==> src/rtl/pc_seq_ctrl_if.sv <==
// Handshake bundle between the PC sequencing controller (master) and the
// datapath/memory side (slave): decoded instruction fields in, strobes out.
interface pc_seq_ctrl_if;
    logic [6:0] opcode;
    logic [2:0] func3;
    logic       br_eq;
    logic       br_lt;
    logic       br_ltu;
    logic       is_mret;
    logic       imem_ack;
    logic       intr;
    logic       mie;
    logic [2:0] pc_source;
    logic       pc_write;
    logic       ir_write;
    logic       mem_rden1;
    logic       mem_rden2;
    logic       mem_we2;
    logic       rf_we;
    logic       int_taken;
    logic       mret_exec;

    modport master (
        input  opcode, func3, br_eq, br_lt, br_ltu, is_mret, imem_ack, intr, mie,
        output pc_source, pc_write, ir_write, mem_rden1, mem_rden2, mem_we2, rf_we,
               int_taken, mret_exec
    );

    modport slave (
        output opcode, func3, br_eq, br_lt, br_ltu, is_mret, imem_ack, intr, mie,
        input  pc_source, pc_write, ir_write, mem_rden1, mem_rden2, mem_we2, rf_we,
               int_taken, mret_exec
    );
endinterface

==> src/rtl/pc_seq_ctrl.sv <==
// Multi-cycle RV32 PC sequencer: FETCH -> EXEC [-> WRITEBACK] [-> INTR].
// Define PC_SEQ_INTR_EN to add the interrupt/MRET path (INTR state, intr_pend).
module pc_seq_ctrl (
    input  logic          clk,
    input  logic          rst_n,
    pc_seq_ctrl_if.master bus
);
    localparam logic [6:0] OP_LOAD   = 7'b0000011;
    localparam logic [6:0] OP_STORE  = 7'b0100011;
    localparam logic [6:0] OP_BRANCH = 7'b1100011;
    localparam logic [6:0] OP_JAL    = 7'b1101111;
    localparam logic [6:0] OP_JALR   = 7'b1100111;
    localparam logic [6:0] OP_REG    = 7'b0110011;
    localparam logic [6:0] OP_IMM    = 7'b0010011;
    localparam logic [6:0] OP_LUI    = 7'b0110111;
    localparam logic [6:0] OP_AUIPC  = 7'b0010111;

    localparam logic [2:0] PCS_SEQ  = 3'd0;
    localparam logic [2:0] PCS_JALR = 3'd1;
    localparam logic [2:0] PCS_BR   = 3'd2;
    localparam logic [2:0] PCS_JAL  = 3'd3;
`ifdef PC_SEQ_INTR_EN
    localparam logic [2:0] PCS_TRAP = 3'd4;
    localparam logic [2:0] PCS_MRET = 3'd5;
`endif

    typedef enum logic [1:0] {
        FETCH,
        EXEC,
        WRITEBACK
`ifdef PC_SEQ_INTR_EN
        , INTR
`endif
    } state_e;

    state_e     state_q, state_d;
    logic       br_cond, br_taken;
    logic [2:0] pc_source;
    logic       pc_write, ir_write, mem_rden1, mem_rden2, mem_we2, rf_we;
    logic       int_taken, mret_exec;

`ifdef PC_SEQ_INTR_EN
    logic intr_pend_q, intr_pend_d;
    logic intr_go;
    // A same-cycle request counts as pending so a pulse on the last EXEC cycle is not lost.
    assign intr_go = intr_pend_q | (bus.intr & bus.mie);
`else
    logic unused_intr;
    assign unused_intr = ^{bus.intr, bus.mie, bus.is_mret};
`endif

    // func3[2:1] picks the flag, func3[0] inverts it; 01x encodings never branch.
    always_comb begin
        br_cond = 1'b0;
        case (bus.func3[2:1])
            2'b00:   br_cond = bus.br_eq;
            2'b10:   br_cond = bus.br_lt;
            2'b11:   br_cond = bus.br_ltu;
            default: br_cond = 1'b0;
        endcase
        br_taken = (bus.func3[2:1] != 2'b01) & (br_cond ^ bus.func3[0]);
    end

    always_comb begin
        state_d   = state_q;
        pc_source = PCS_SEQ;
        pc_write  = 1'b0;
        ir_write  = 1'b0;
        mem_rden1 = 1'b0;
        mem_rden2 = 1'b0;
        mem_we2   = 1'b0;
        rf_we     = 1'b0;
        int_taken = 1'b0;
        mret_exec = 1'b0;
`ifdef PC_SEQ_INTR_EN
        intr_pend_d = intr_go;
`endif
        case (state_q)
            FETCH: begin
                mem_rden1 = 1'b1;
                if (bus.imem_ack) begin
                    ir_write = 1'b1;
                    state_d  = EXEC;
                end
            end
            EXEC: begin
                pc_write = 1'b1;
                state_d  = FETCH;
`ifdef PC_SEQ_INTR_EN
                if (intr_go) state_d = INTR;
                // MRET returns to the interrupted stream first; the pending trap waits one instruction.
                if (bus.is_mret) begin
                    pc_source = PCS_MRET;
                    mret_exec = 1'b1;
                    state_d   = FETCH;
                end else begin
`else
                begin
`endif
                    case (bus.opcode)
                        OP_JAL: begin
                            pc_source = PCS_JAL;
                            rf_we     = 1'b1;
                        end
                        OP_JALR: begin
                            pc_source = PCS_JALR;
                            rf_we     = 1'b1;
                        end
                        OP_BRANCH: pc_source = br_taken ? PCS_BR : PCS_SEQ;
                        OP_LOAD: begin
                            mem_rden2 = 1'b1;
                            state_d   = WRITEBACK;
                        end
                        OP_STORE: mem_we2 = 1'b1;
                        OP_REG, OP_IMM, OP_LUI, OP_AUIPC: rf_we = 1'b1;
                        default: ;
                    endcase
                end
            end
            WRITEBACK: begin
                rf_we   = 1'b1;
                state_d = FETCH;
`ifdef PC_SEQ_INTR_EN
                if (intr_go) state_d = INTR;
`endif
            end
`ifdef PC_SEQ_INTR_EN
            INTR: begin
                pc_source   = PCS_TRAP;
                pc_write    = 1'b1;
                int_taken   = 1'b1;
                intr_pend_d = 1'b0;
                state_d     = FETCH;
            end
`endif
            default: state_d = FETCH;
        endcase
        if (!rst_n) begin
            pc_source = PCS_SEQ;
            pc_write  = 1'b0;
            ir_write  = 1'b0;
            mem_rden1 = 1'b0;
            mem_rden2 = 1'b0;
            mem_we2   = 1'b0;
            rf_we     = 1'b0;
            int_taken = 1'b0;
            mret_exec = 1'b0;
        end
    end

    always_ff @(posedge clk) begin
        if (!rst_n) begin
            state_q     <= FETCH;
`ifdef PC_SEQ_INTR_EN
            intr_pend_q <= 1'b0;
`endif
        end else begin
            state_q     <= state_d;
`ifdef PC_SEQ_INTR_EN
            intr_pend_q <= intr_pend_d;
`endif
        end
    end

    assign bus.pc_source = pc_source;
    assign bus.pc_write  = pc_write;
    assign bus.ir_write  = ir_write;
    assign bus.mem_rden1 = mem_rden1;
    assign bus.mem_rden2 = mem_rden2;
    assign bus.mem_we2   = mem_we2;
    assign bus.rf_we     = rf_we;
    assign bus.int_taken = int_taken;
    assign bus.mret_exec = mret_exec;
endmodule

==> src/flat_wrapper.sv <==
// flat-port wrapper written by rule: the top's interface ports become plain ports
module pc_seq_ctrl_flat 
  (clk, rst_n, bus_opcode, bus_func3, bus_br_eq, bus_br_lt, bus_br_ltu, bus_is_mret, bus_imem_ack, bus_intr, bus_mie, bus_pc_source, bus_pc_write, bus_ir_write, bus_mem_rden1, bus_mem_rden2, bus_mem_we2, bus_rf_we, bus_int_taken, bus_mret_exec);
  pc_seq_ctrl_if bus_i ();
  input  logic clk;
  input  logic rst_n;
  input wire logic [$bits(bus_i.opcode)-1:0] bus_opcode;
  input wire logic [$bits(bus_i.func3)-1:0] bus_func3;
  input wire logic [$bits(bus_i.br_eq)-1:0] bus_br_eq;
  input wire logic [$bits(bus_i.br_lt)-1:0] bus_br_lt;
  input wire logic [$bits(bus_i.br_ltu)-1:0] bus_br_ltu;
  input wire logic [$bits(bus_i.is_mret)-1:0] bus_is_mret;
  input wire logic [$bits(bus_i.imem_ack)-1:0] bus_imem_ack;
  input wire logic [$bits(bus_i.intr)-1:0] bus_intr;
  input wire logic [$bits(bus_i.mie)-1:0] bus_mie;
  output wire logic [$bits(bus_i.pc_source)-1:0] bus_pc_source;
  output wire logic [$bits(bus_i.pc_write)-1:0] bus_pc_write;
  output wire logic [$bits(bus_i.ir_write)-1:0] bus_ir_write;
  output wire logic [$bits(bus_i.mem_rden1)-1:0] bus_mem_rden1;
  output wire logic [$bits(bus_i.mem_rden2)-1:0] bus_mem_rden2;
  output wire logic [$bits(bus_i.mem_we2)-1:0] bus_mem_we2;
  output wire logic [$bits(bus_i.rf_we)-1:0] bus_rf_we;
  output wire logic [$bits(bus_i.int_taken)-1:0] bus_int_taken;
  output wire logic [$bits(bus_i.mret_exec)-1:0] bus_mret_exec;
  assign bus_i.opcode = bus_opcode;
  assign bus_i.func3 = bus_func3;
  assign bus_i.br_eq = bus_br_eq;
  assign bus_i.br_lt = bus_br_lt;
  assign bus_i.br_ltu = bus_br_ltu;
  assign bus_i.is_mret = bus_is_mret;
  assign bus_i.imem_ack = bus_imem_ack;
  assign bus_i.intr = bus_intr;
  assign bus_i.mie = bus_mie;
  assign bus_pc_source = bus_i.pc_source;
  assign bus_pc_write = bus_i.pc_write;
  assign bus_ir_write = bus_i.ir_write;
  assign bus_mem_rden1 = bus_i.mem_rden1;
  assign bus_mem_rden2 = bus_i.mem_rden2;
  assign bus_mem_we2 = bus_i.mem_we2;
  assign bus_rf_we = bus_i.rf_we;
  assign bus_int_taken = bus_i.int_taken;
  assign bus_mret_exec = bus_i.mret_exec;
  pc_seq_ctrl u_core (.clk(clk), .rst_n(rst_n), .bus(bus_i));
endmodule
==> config.mk <==
export PLATFORM = sky130hd
export DESIGN_NAME = pc_seq_ctrl_flat
export DESIGN_NICKNAME = d
export VERILOG_FILES = /design/src/rtl/pc_seq_ctrl_if.sv /design/src/rtl/pc_seq_ctrl.sv /design/src/flat_wrapper.sv
export SDC_FILE = /design/constraint.sdc
export NUM_CORES = 1
export LEC_CHECK = 0
export CAP_MARGIN = 20
export CORE_AREA = 4 4 41 43
export DETAILED_ROUTE_END_ITERATION = 12
export DIE_AREA = 0 0 45 47
export PLACE_DENSITY = 0.72
export SYNTH_ARGS = -nofsm -noshare
export SYNTH_HDL_FRONTEND = slang
export SYNTH_SLANG_ARGS = --single-unit
==> constraint.sdc <==
create_clock -name clk -period 1.65 [get_ports clk]
set_clock_uncertainty 0.1 [all_clocks]
set_input_delay 0.165 -clock clk [delete_from_list [all_inputs] [get_ports clk]]
set_output_delay 0.165 -clock clk [all_outputs]
set_load 0.05 [all_outputs]
**Run 1: wiring by layer**

The bar under the picture is 10 µm long.
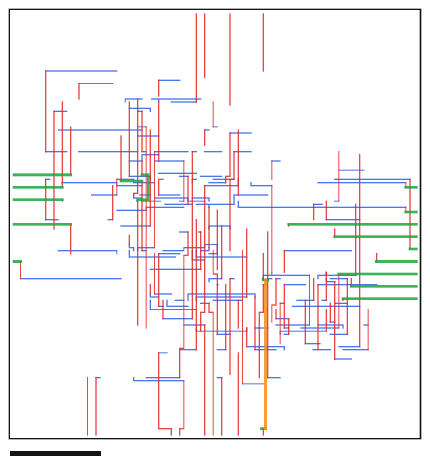
| colour | layer | wire length |
|---|---|---|
| red | M2 | 624 µm |
| blue | M1 | 399 µm |
| orange | M4 | 16.3 µm |
| green | M3 | 85.1 µm |

**Run 1: routed clock nets over the placement**

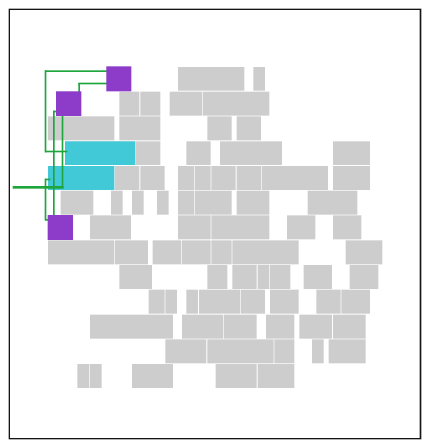
[purple] clock-net drivers | count: 3
[cyan] flip-flops | count: 2
[green] clock wires | length: 59.5 µm
routed clock nets: 4
Clock net power: 108 µW
clock share of power: 33.8%
clk latency late pin: 0.22 ns

==> metrics.json, run 1 <==
{
  "setup_path": {
    "r2r-end": "u_core.state_q[1]",
    "setup.worst_path.start_class": "input pin",
    "worst_ep_arrival_time_ns": 1.36,
    "r2r_start": "u_core.state_q[0]",
    "r2r.worst_path.cells": 6
  },
  "timing": {
    "layout_worst_path_cycle_share_pct": 98.40,
    "fin_worst_hold_slack_ns": 0.4139
  },
  "grt": {
    "number_of_antenna_violations_at_the_first_check_in_global_routing": 0,
    "pin_count_of_the_biggest_net_entering_global_routing": 5
  },
  "cells_and_area": {
    "largest_register_ffs": 2,
    "combGateArea_um2": 325.3,
    "largest_register_by_flop_count": "u_core.state_q",
    "final_nets": 102,
    "area.growth.synth_to_final_pct": 144.3,
    "post_route_cells_drive_above_1_share_pct": 48.72,
    "utilization_after_layout_pct": 61.54,
    "clockBufferCount": 3
  },
  "floorplan": {
    "die_h_um": 47,
    "core_region_area_mm2": 0.001301,
    "number_of_well_tap_cells_placed": 15,
    "core_util_floorplan_pct": 25.19
  },
  "power": {
    "p_switching_uw": 106.6,
    "power.leakage_uw": 0.0004017,
    "swShare_pct": 33.50,
    "final_power_uw": 318.2,
    "comb_cell_power_uw": 157,
    "internal-power_uw": 211.6
  },
  "synth": {
    "post_synth_most_frequent_cells": "inv_1 (5), nor2_1 (4)",
    "yosys-stat-area_um2": 327.8,
    "simple_gate_area_share_pct": 33.97,
    "yosysCellCount": 45,
    "synth_warnings": 0,
    "synth-adder-area-share_pct": 11.45,
    "synthMuxAreaShare_pct": 4.580,
    "synth.top_cells.by_area": "dfxtp_1 (12%), ha_1 (11%), buf_4 (6.9%)"
  },
  "routing": {
    "wl_met2_um": 623,
    "antenna_violating_nets_post_route": 0,
    "first_iter_violations": 2,
    "average_detailed_routed_wire_length_per_instance_um": 12.08
  },
  "worst_hold_path": {
    "hold_class": "flop to flop",
    "hold_path_depth": 1
  },
  "clock_network": {
    "clock-root-buffer": "clkbuf_4",
    "num_cts_buffers": 3
  },
  "status": {
    "run_status": "finished, final reports clean"
  },
  "run": {
    "warning_count": 33
  }
}
**Run 1: pin map**

Pins as bars across the die edge, other pins in grey.
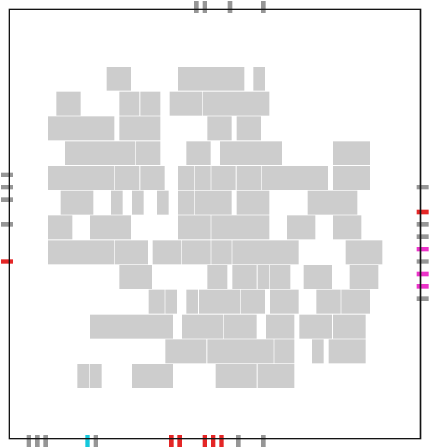
| colour | port | pins | direction | edge |
|---|---|---|---|---|
| magenta | `bus_func3` | 3 | input | right |
| cyan | `bus_int_taken` | 1 | output | bottom |
| red | `bus_opcode` | 7 | input | 5 bottom, 1 left, 1 right |
all pins by edge: 12 bottom, 9 right, 5 left, 4 top

[run 1: per-stage QoR]
stage / instances / TNS, ns
6_report: 93 / 0
5_1_grt: 93 / -0.02116
4_1_cts: 93 / 0
3_5_place_dp: 90 / -0.3544
3_3_place_gp: 90 / -0.2904
2_1_floorplan: 47 / -0.1764
[run 1: layout by cell type (no fill, tap or decap), types with 2 or more instances in the layout]
cell type and n:
o21a_1 2, and3_4 2, dlymetal6s2s_1 5, clkdlybuf4s50_1 5, nor2_2 2, buf_4 7, buf_6 2, nor3_1 2
buf_12 7, clkbuf_4 3, ha_1 2, and3_1 2, conb_1 3, inv_1 4, dlygate4sd2_1 4
[run 1: critical path: stages]
cell and delay [ns]:
clkdlybuf4s15_2 0.20, mux2_4 0.31, a211o_1 0.26, a32oi_1 0.22
nor2_2 0.06, buf_6 0.15
[run 1: timing repair]
action | 4_1_cts | 5_1_grt
setup endpoints to repair | 3 | 4
resized | 20 | 10
hold buffers | 0 | 0
pin swaps | 4 | 6
[run 1: worst max-delay path by stage]
stage | start | endpoint | slack [ns] | cells past startpoint
after floorplan | u_core.state_q[1] | bus_pc_source[1] | -0.08 | 5
after global placement | bus_func3[2] | bus_pc_source[1] | -0.29 | 6
after detailed placement | bus_func3[2] | bus_pc_source[1] | -0.33 | 6
after CTS | bus_opcode[4] | bus_mem_rden2 | 0.0005 | 5
after global routing | u_core.state_q[1] | bus_pc_source[1] | -0.02 | 6
final | bus_func3[2] | bus_pc_source[1] | 0.03 | 6
[run 1: cells by family after synthesis]
family / after synthesis
flip-flops: 2
adder cells (fa/ha/maj): 3
AND-OR/OR-AND: 10
AND/OR/NAND/NOR: 20
other: 1
multiplexers: 1
buffers and inverters: 8
==> run 1 -> run 2 <==
--- a/config.mk
+++ b/config.mk
@@ -10,6 +10,7 @@
 export DETAILED_ROUTE_END_ITERATION = 12
 export DIE_AREA = 0 0 45 47
 export PLACE_DENSITY = 0.72
+export REMOVE_ABC_BUFFERS = 1
 export SYNTH_ARGS = -nofsm -noshare
 export SYNTH_HDL_FRONTEND = slang
 export SYNTH_SLANG_ARGS = --single-unit
==> constraint.sdc (replaced) <==
create_clock -name clk -period 1.55 [get_ports clk]
set_clock_uncertainty 0.1 [all_clocks]
set_input_delay 0.155 -clock clk [delete_from_list [all_inputs] [get_ports clk]]
set_output_delay 0.155 -clock clk [all_outputs]
set_load 0.05 [all_outputs]
**Run 2: placed standard cells**

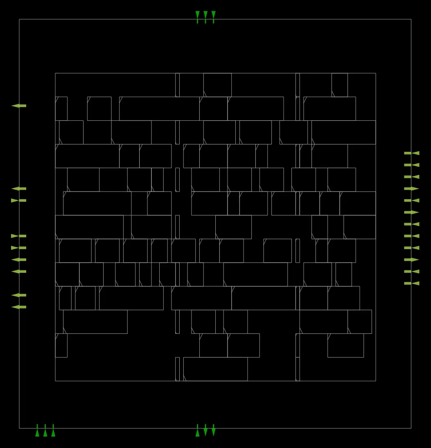
fraction of area in registers: 5.296%
number of filler instances in the final layout: 132
seq_cells: 2
area inside the core boundary: 0.001301 mm²
number of well-tap cells placed: 15

**Run 2: pin map**

Pins as bars across the die edge, other pins in grey.
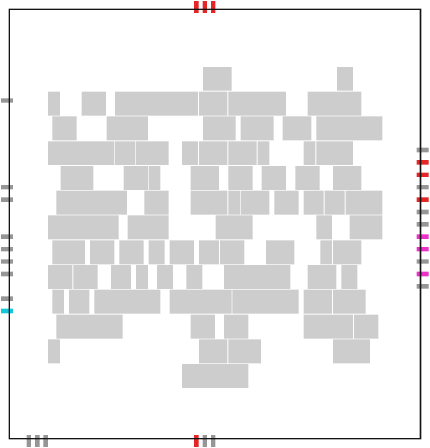
| colour | port | pins | direction | edge |
|---|---|---|---|---|
| cyan | `bus_int_taken` | 1 | output | left |
| red | `bus_opcode` | 7 | input | 3 top, 3 right, 1 bottom |
| magenta | `bus_func3` | 3 | input | right |

==> metrics.json, run 2 <==
{
  "status": {
    "run_status": "finished with violations",
    "violations": "negative setup slack"
  },
  "cells_and_area": {
    "final_nets": {"value": 105, "change": "+2.9%"},
    "largest_register_by_flop_count": "u_core.state_q",
    "utilization_after_layout": {"value": 61.73, "unit": "%", "change": "+0.19 points"},
    "layout.cells.most_common_list": "buf_4 (11), dlygate4sd2_1 (8), buf_12 (7), inv_1 (4), clkdlybuf4s50_1 (4)",
    "post_route_cells_drive_above_1_share": {"value": 56.79, "unit": "%", "change": "+8.1 points"}
  },
  "timing": {
    "final_critical_path_setup_slack_ns": -0.005340,
    "setup_total_negative_slack": {"value": -0.005340, "unit": "ns", "change": "-0.005340 ns"},
    "setup_viol": 1
  },
  "synth": {
    "synth.top_cells.by_area": "dfxtp_1 (12%), ha_1 (11%), buf_4 (6.9%)",
    "post_synth_most_frequent_cells": "inv_1 (5), nor2_1 (4)",
    "yosysCellCount": {"value": 45, "change": "unchanged"},
    "yosys-stat-area": {"value": 327.8, "unit": "µm²", "change": "unchanged"}
  },
  "power": {
    "power.leakage": {"value": 0.0003759, "unit": "µW", "change": "-6.4%"},
    "p_switching": {"value": 116.3, "unit": "µW", "change": "+9.1%"},
    "swShare": {"value": 34.47, "unit": "%", "change": "+0.97 points"},
    "final_power": {"value": 337.3, "unit": "µW", "change": "+6.0%"}
  },
  "grt": {
    "pin_count_of_the_biggest_net_entering_global_routing": {"value": 5, "change": "unchanged"},
    "number_of_antenna_violations_at_the_first_check_in_global_routing": {"value": 0, "change": "unchanged"}
  },
  "setup_path": {
    "worst_ep_arrival_time": {"value": 1.30, "unit": "ns", "change": "-0.06 ns"},
    "startpoint": "u_core.state_q[1]",
    "r2r-end": "u_core.state_q[1]",
    "worst-path-buf-inv": {"value": 2, "change": "unchanged"},
    "crit_slowest_cell": "dfxtp_2",
    "r2r_start": "u_core.state_q[0]",
    "setup.worst_path.start_class": "flop",
    "cpLargestDelayFamily": "simple AND/OR/NAND/NOR gates"
  },
  "routing": {
    "antenna_violating_nets_post_route": {"value": 0, "change": "unchanged"}
  },
  "clock_network": {
    "num_cts_buffers": {"value": 3, "change": "unchanged"}
  },
  "worst_hold_path": {
    "hold_path_depth": {"value": 1, "change": "unchanged"}
  },
  "floorplan": {
    "core_util_floorplan": {"value": 25.19, "unit": "%", "change": "unchanged"}
  }
}
## run 2: cell families after synthesis
family,Yosys count,share of synthesized area [%]
other cells,1,1.144
fa+ha+maj,3,11.45
mux,1,4.579
flops,2,12.21
compound gates,10,24.04
simple gates,20,33.97
buf+inv,8,12.60
## run 2: worst max path at each step
stage / cells after the start / slack (ns) / to
2_1_floorplan: 4 / -0.93 / bus_mem_rden2
3_3_place_gp: 6 / -0.41 / bus_pc_source[1]
3_5_place_dp: 6 / -0.48 / bus_pc_source[1]
4_1_cts: 6 / -0.02 / bus_pc_source[1]
5_1_grt: 6 / -0.08 / bus_pc_source[1]
6_report: 6 / -0.005 / bus_pc_source[1]
## run 2: what timing repair did
action,CTS,global route
buffers inserted,4,0
endpoints found under the setup margin,6,5
pin swaps,9,1
gates resized,40,3
## run 2: power by group through the flow
| stage | Combinational, µW | Clock [µW] | Sequential (µW) |
|---|---|---|---|
| 6_report | 166 | 114 | 57.3 |
| 5_1_grt | 177 | 129 | 57.6 |
| 4_1_cts | 163 | 121 | 57.1 |
| 3_5_place_dp | 159 | 0 | 56.5 |
| 3_3_place_gp | 154 | 0 | 56.4 |
| 2_1_floorplan | 67.7 | 0 | 56.0 |
## run 2: per-layer routing
metal	up-vias	global-route usage, %	share of wire [%]
met1	208	11.54	32
met4	0	7.018	0
met2	21	25.71	58
li1	232	-	-
met5	-	0	0
met3	0	6.513	9.8
## run 2: area by class of cell
cell class / count / area, µm² / share of cell area [%]
clock buffers: 3 / 22.52 / 2.804
inverters: 5 / 21.27 / 2.648
multi-input cells: 37 / 339.1 / 42.21
flip-flops and latches: 2 / 42.54 / 5.296
well taps: 15 / 18.77 / 2.336
repair buffers: 34 / 359.1 / 44.70
Power figures rest on the tool's default switching activity, not on a simulated workload.
